Figure 1. M1 wires (run 1).
Scale bar: 20 um.
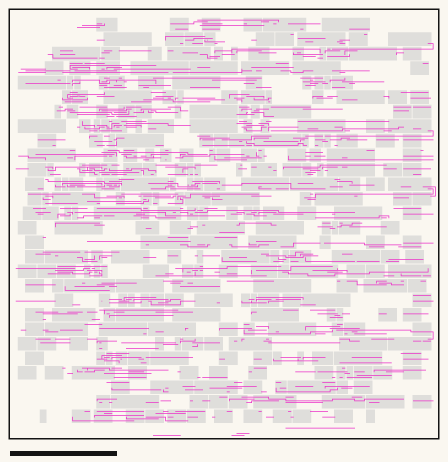
Figure 2. Met2 routing (run 1).
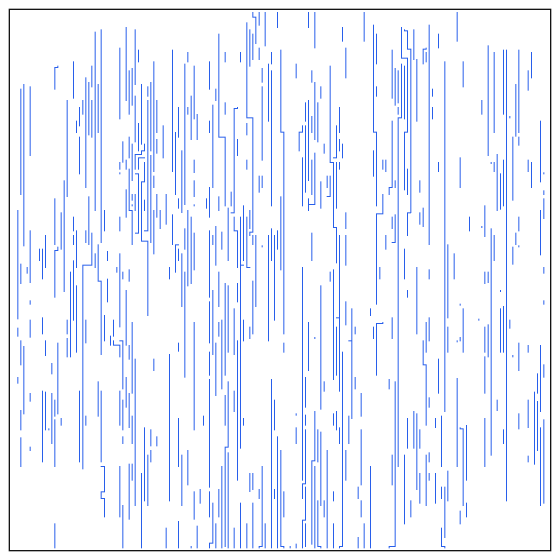
Figure 3. Metal 3 (run 1).
Scale bar: 20 um.
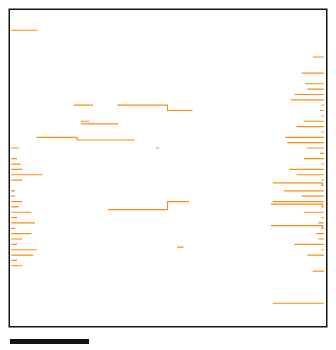
Figure 4. Sizing map (run 1).
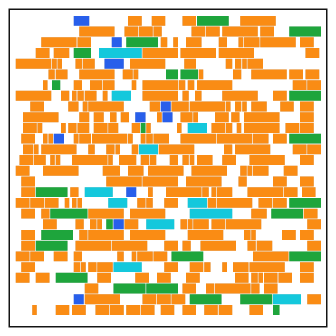
Design buffer_ctrl, sky130hd; sources not shown.
==> datasheet_impl.txt, run 1 <==
Implementation parameters

Parameter                              Value

Clock network
  Clock transition at path regs .................. approximately 0.10 ns
  Post-cts sizing count .................. 0
  Clock tree root driver cell .................. sky130_fd_sc_hd__clkbuf_8
  Hold-fix buffers, CTS .................. 0
  Number of levels in the clock H-tree .................. 2

Worst setup path
  Crit path DAT .................. 2.55 ns
  Nature of the critical path endpoint .................. flop
  Count of buffer and inverter cells on the critical path .................. 1
  Sort of element at the start of the critical path .................. flop
  Cell class contributing the biggest share of worst-path delay .................. simple AND/OR/NAND/NOR gates
  Cell at the slowest stage of the critical path .................. sky130_fd_sc_hd__or4b_4
  Setup CP Type .................. reg2reg
  Worst endpoint required time .................. between 2 and 3 ns
  Series of cell instances along the critical path .................. inv_1, ha_1, or3b_1, or4b_4, or3_4, o31ai_2

Power and ir drop
  Clock share of power .................. 19.4%
  Relative contribution of combinational cells to total power .................. around 44%
  Standby leakage power .................. around 1.7 nW
  PwrDens .................. between 800 and 900 nW/um^2
  Final total power .................. approximately 0.0032 W
  Net switching power of the design .................. approximately 0.0012 W
  Combinational cell power .................. approximately 0.0014 W
  Switching share of power .................. between 30% and 40%

Final layout
  Area taken by flip-flops and latches .................. roughly 1300 sq um
  Multi-input combinational area share .................. 32.4%
  Fillcell total .................. between 400 and 500
  Clock tree cell share of total cell area .................. approximately 3.4%
  Non-clock inverter instance count of the final layout .................. 9
  Register share of the cell area .................. 33.5%
  Number of standard cells in the final layout excluding fillers .................. slightly above 400
  Share of post-route cells with drive strength above 1 .................. 13.9%

Timing
  Setup-failing EPs final .................. 0
  Setup TNS .................. 0 ns
  Relative slew margins .................. about 64%
  Count of final max-slew check failures .................. 0
  Time the worst path needs with I/O delays and setup .................. 2.48 ns
  Final clock period utilization by the worst path .................. 91.9%

Outcome
  Result of the run .................. finished, final reports clean

Synthesis
  Total cell area reported by yosys after synthesis .................. approximately 2700 sq um
  Cell count listed in synth_stat.txt .................. approximately 230
  Most instantiated cells after synthesis .................. sky130_fd_sc_hd__dfrtp_1 (52), sky130_fd_sc_hd__nand2_1 (31), sky130_fd_sc_hd__o21ai_1 (19)
  Most common cell in the synthesized netlist .................. sky130_fd_sc_hd__dfrtp_1
  Post-Synthesis Net Count .................. ~310
  Leading area contributor after synthesis .................. sky130_fd_sc_hd__dfrtp_1
  Post-synthesis sequential element count .................. around 53

GRT
  Overflow left after global routing .................. 0
  Combined global-route utilization of all metal layers .................. a little over a fifth

Drt
  Starting DRC count in detailed routing .................. ~90
  Routed length per instance .................. ~16 um
  Vias per Instance .................. about 5.3
  Final routed DRC violation total .................. 0

Placed design
  Placer's final routability congestion estimate .................. 0.887

Run
  Tool Warnings .................. 28
  MaxCap Viol Count .................. 0

Floorplan
  Placement row count .................. 28
  Height of the chip .................. ~80 um
  Die Wd .................. 80.3 um
  Tapcells inserted .................. about 75
About Figure 1:
longest straight run: 27.1 um
nets with wire on the layer: 351
wire length on this layer: 2770 um
main direction: horizontal
met1 track utilization from global routing: 27.5%
vias post-DR: 2143

About Figure 2:
wire length on this layer: 3230 um
nets with wire on the layer: 361
share of all routed wire: 51%
longest straight run: 67.0 um
main direction: vertical
met2 track demand over resource: 39.2%
post-detailed-routing wire length: 6400 um

About Figure 3:
share of all routed wire: 5.4%
wire length on this layer: 342 um
GRT met3 Usage: 4.09%

About Figure 4:
[_2 cells] green | cells: 25 | most used: mux4_2
[_3 and _4 cells] blue | cells: 10 | most used: buf_4
[_6 and larger] cyan | cells: 11 | most used: clkbuf_8
[_0 and _1 cells] orange | cells: 285 | most used: clkdlybuf4s50_1
final standard cell area without fillers: 3960 sq um
Buffers, non-clock: 107
Final Worst Setup Slack: 0.220 ns

==> run 1: routing by layer <==
metal,global-route usage [%],vias to the layer above,part of all wire (%)
li1,-,1024,-
met1,27.5,1041,43
met2,39.2,73,51
met3,4.09,5,5.3
met4,4.29,0,0.83
met5,0,-,0
==> run 1: cell families (layout without fill, tap and decap cells) <==
kind of cell / Yosys count / after routing
buffers and inverters: 21 / 124
adder cells (fa/ha/maj): 3 / 3
flip-flops: 53 / 53
AND-OR/OR-AND: 36 / 36
multiplexers: 35 / 35
AND/OR/NAND/NOR: 78 / 78
other: 1 / 1
XOR/XNOR: 1 / 1
==> run 1: through the flow <==
stage                     hold WS (ns)  utilization (%)
after floorplan                  0.229                -
after global placement           0.303             64.6
after detailed placement         0.299             64.6
after CTS                        0.207             66.8
after global routing             0.218             66.8
final                            0.202             66.8
==> inputs of run 2 (changes only) <==
--- a/config.mk
+++ b/config.mk
@@ -8,6 +8,7 @@
 export CORE_UTILIZATION = 44
 export CTS_CLUSTER_SIZE = 25
 export DETAILED_ROUTE_END_ITERATION = 16
+export MAX_ROUTING_LAYER = met4
 export PLACE_DENSITY_LB_ADDON = 0.08
 export SYNTH_ARGS = -nofsm -noshare
 export SYNTH_HDL_FRONTEND = slang
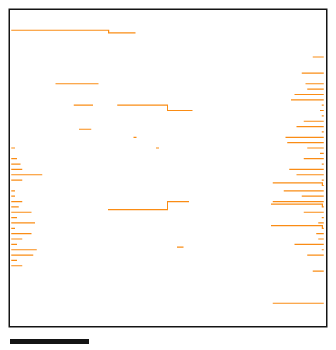
Figure 5: run 2, metal 3.
Scale bar: 20 um.
vias post-DR: 2145
post-detailed-routing wire length: 6370 um

==> run 2 against run 1 <==
  * Clock-buffer cell count is the same
  * Worst hold slack got worse by 0.0047 ns
  * Sequential power about the same
  * Sequential cell count unchanged
  * Register-to-register slack about the same
  * Via count about the same
  * Total power hardly changed
  * Critical path type unchanged
==> datasheet_impl.txt, run 2 <==
Implementation parameters

Parameter                              Value

Outcome
  Result of the run .................. finished, final reports clean

GRT
  Met1 track utilization from global routing .................. between 20% and 30%
  Met2 track demand over resource .................. about two fifths
  Layer with the highest usage after global routing .................. met2
  Overflow left after global routing .................. 0
  GRT met3 Usage .................. about 4%
  Combined global-route utilization of all metal layers .................. 22.5%

Power and ir drop
  Clock share of power .................. around 19%
  Relative contribution of combinational cells to total power .................. approximately 44%
  Power in sequential cells .................. 0.00120 W
  Final total power .................. between 0.003 and 0.004 W
  PwrDens .................. 819 nW/um^2
  Standby leakage power .................. 1.68 nW
  Net switching power of the design .................. approximately 0.0012 W
  Combinational cell power .................. between 0.001 and 0.0015 W
  Register share of total power .................. about 37%
  Switching share of power .................. between 30% and 40%
  Clk pwr .................. approximately 0.00063 W

Synthesis
  Post-synth top flop .................. sky130_fd_sc_hd__dfrtp_1
  Leading area contributor after synthesis .................. sky130_fd_sc_hd__dfrtp_1
  Mux share .................. roughly 22%
  Post-synthesis sequential element count .................. 53
  Prevailing logic family in the synthesized netlist .................. multiplexers
  Gate count after technology mapping .................. ~230
  Total cell area reported by yosys after synthesis .................. 2700 sq um
  Cell count listed in synth_stat.txt .................. around 230
  YS warnings .................. 1
  Most common cell in the synthesized netlist .................. sky130_fd_sc_hd__dfrtp_1
  Distinct lib cells used .................. 42
  Post-Synthesis Net Count .................. approximately 300
  Most instantiated cells after synthesis .................. sky130_fd_sc_hd__dfrtp_1 (52), sky130_fd_sc_hd__nand2_1 (31), sky130_fd_sc_hd__o21ai_1 (19)
  Compound-cell area share of the yosys netlist .................. under 10%
  Share of synthesized cell area in full adder, half adder and majority cells .................. 1.39%
  Number of synthesized flops with an enable pin .................. 0

Floorplan
  Placement row count .................. 28
  Height of the chip .................. around 80 um
  Die Wd .................. 80.3 um
  Starting density of the core .................. a little under half

Clock network
  Clock tree root driver cell .................. sky130_fd_sc_hd__clkbuf_8
  Clock buffers created by TritonCTS .................. 5
  Post-cts sizing count .................. 0
  Clock transition at path regs .................. approximately 0.1 ns
  Worst-skew pair later-pin latency .................. around 0.30 ns
  Total number of clock tree sinks .................. 53
  Number of levels in the clock H-tree .................. 2
  Hold-fix buffers, CTS .................. 0

Worst setup path
  Setup CP Type .................. reg2reg
  Nature of the critical path endpoint .................. flop
  Sort of element at the start of the critical path .................. flop
  Critical path fanouts, max .................. 5
  Worst endpoint required time .................. 2.77 ns
  Crit path DAT .................. about 2.6 ns

Timing
  Least-Margin Pin Slew .................. ~0.54 ns
  Setup TNS .................. 0 ns
  Final clock period utilization by the worst path .................. ~90%
  Hold_ws .................. about 0.20 ns
  Relative slew margins .................. between 60 and 70%
  RSZ-0062 raised after global routing .................. no
  Count of final max-slew check failures .................. 0
  Setup-failing EPs final .................. 0
  Time the worst path needs with I/O delays and setup .................. roughly 2.5 ns

Drt
  Detailed-route wire length on metal 1 .................. between 2000 and 3000 um
  Routed length per instance .................. around 16 um
  Pre-antenna DRT Iters .................. 4
  Met3 wire length .................. approximately 340 um
  Final routed DRC violation total .................. 0
  Uppermost signal routing layer after detailed routing .................. met4
  Starting DRC count in detailed routing .................. 90
  Met2 WL post-DR .................. around 3200 um
  Vias per Instance .................. around 5.3
  Final ANT Viol Nets .................. 0

Run
  MaxCap Viol Count .................. 0
  Tool Warnings .................. 28

Final layout
  Final core utilization .................. about two thirds
  Number of standard cells in the final layout excluding fillers .................. between 400 and 500
  Final standard cell area without fillers .................. 3960 sq um
  Inserted Diodes .................. 0
  Share of post-route cells with drive strength above 1 .................. between 10 and 15%
  Most common cell after layout, fill and taps aside .................. sky130_fd_sc_hd__clkdlybuf4s50_1

Placed design
  HPWL Detailed .................. 4770 um
  Placer's final routability congestion estimate .................. roughly 0.90
  Number of buffer cells added on primary ports .................. slightly below 100
  Placed Area .................. about 3800 sq um

Min path
  Path type of the worst min-delay path .................. in2async
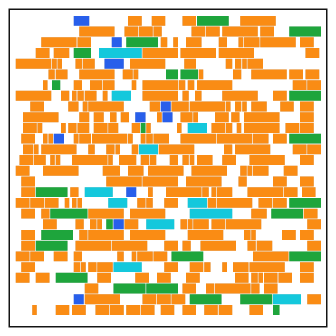
Figure 6: run 2, sizing map.
[_2 cells] green | cells: 25 | most used: mux4_2
[_3 and _4 cells] blue | cells: 10 | most used: buf_4
[_0 and _1 cells] orange | cells: 285 | most used: clkdlybuf4s50_1
[_6 and larger] cyan | cells: 11 | most used: clkbuf_8
synth-to-layout area growth: 46.8%
Final Worst Setup Slack: 0.216 ns

-- run 2: cell counts in the layout (fill, tap and decap cells not counted) --
Identical to the previous run, type by type.
-- run 2: final cells by class --
class                           instances  area, sq um
Clock buffer                            5         68.8
Clock inverter                          3         65.1
Fill cell                             476         1960
Inverter                                9         33.8
Multi-Input combinational cell        154         1280
Sequential cell                        53         1330
Tap cell                               75         93.8
Timing Repair Buffer                  107         1090
-- run 2: worst max-delay path: stages, from the launching register on --
cell,delay (ns)
sky130_fd_sc_hd__dfrtp_1,0.37
sky130_fd_sc_hd__inv_1,0.11
sky130_fd_sc_hd__ha_1,0.23
sky130_fd_sc_hd__or3b_1,0.43
sky130_fd_sc_hd__or4b_4,0.57
sky130_fd_sc_hd__or3_4,0.35
sky130_fd_sc_hd__o31ai_2,0.19
Power is estimated from default activity; no workload was simulated.
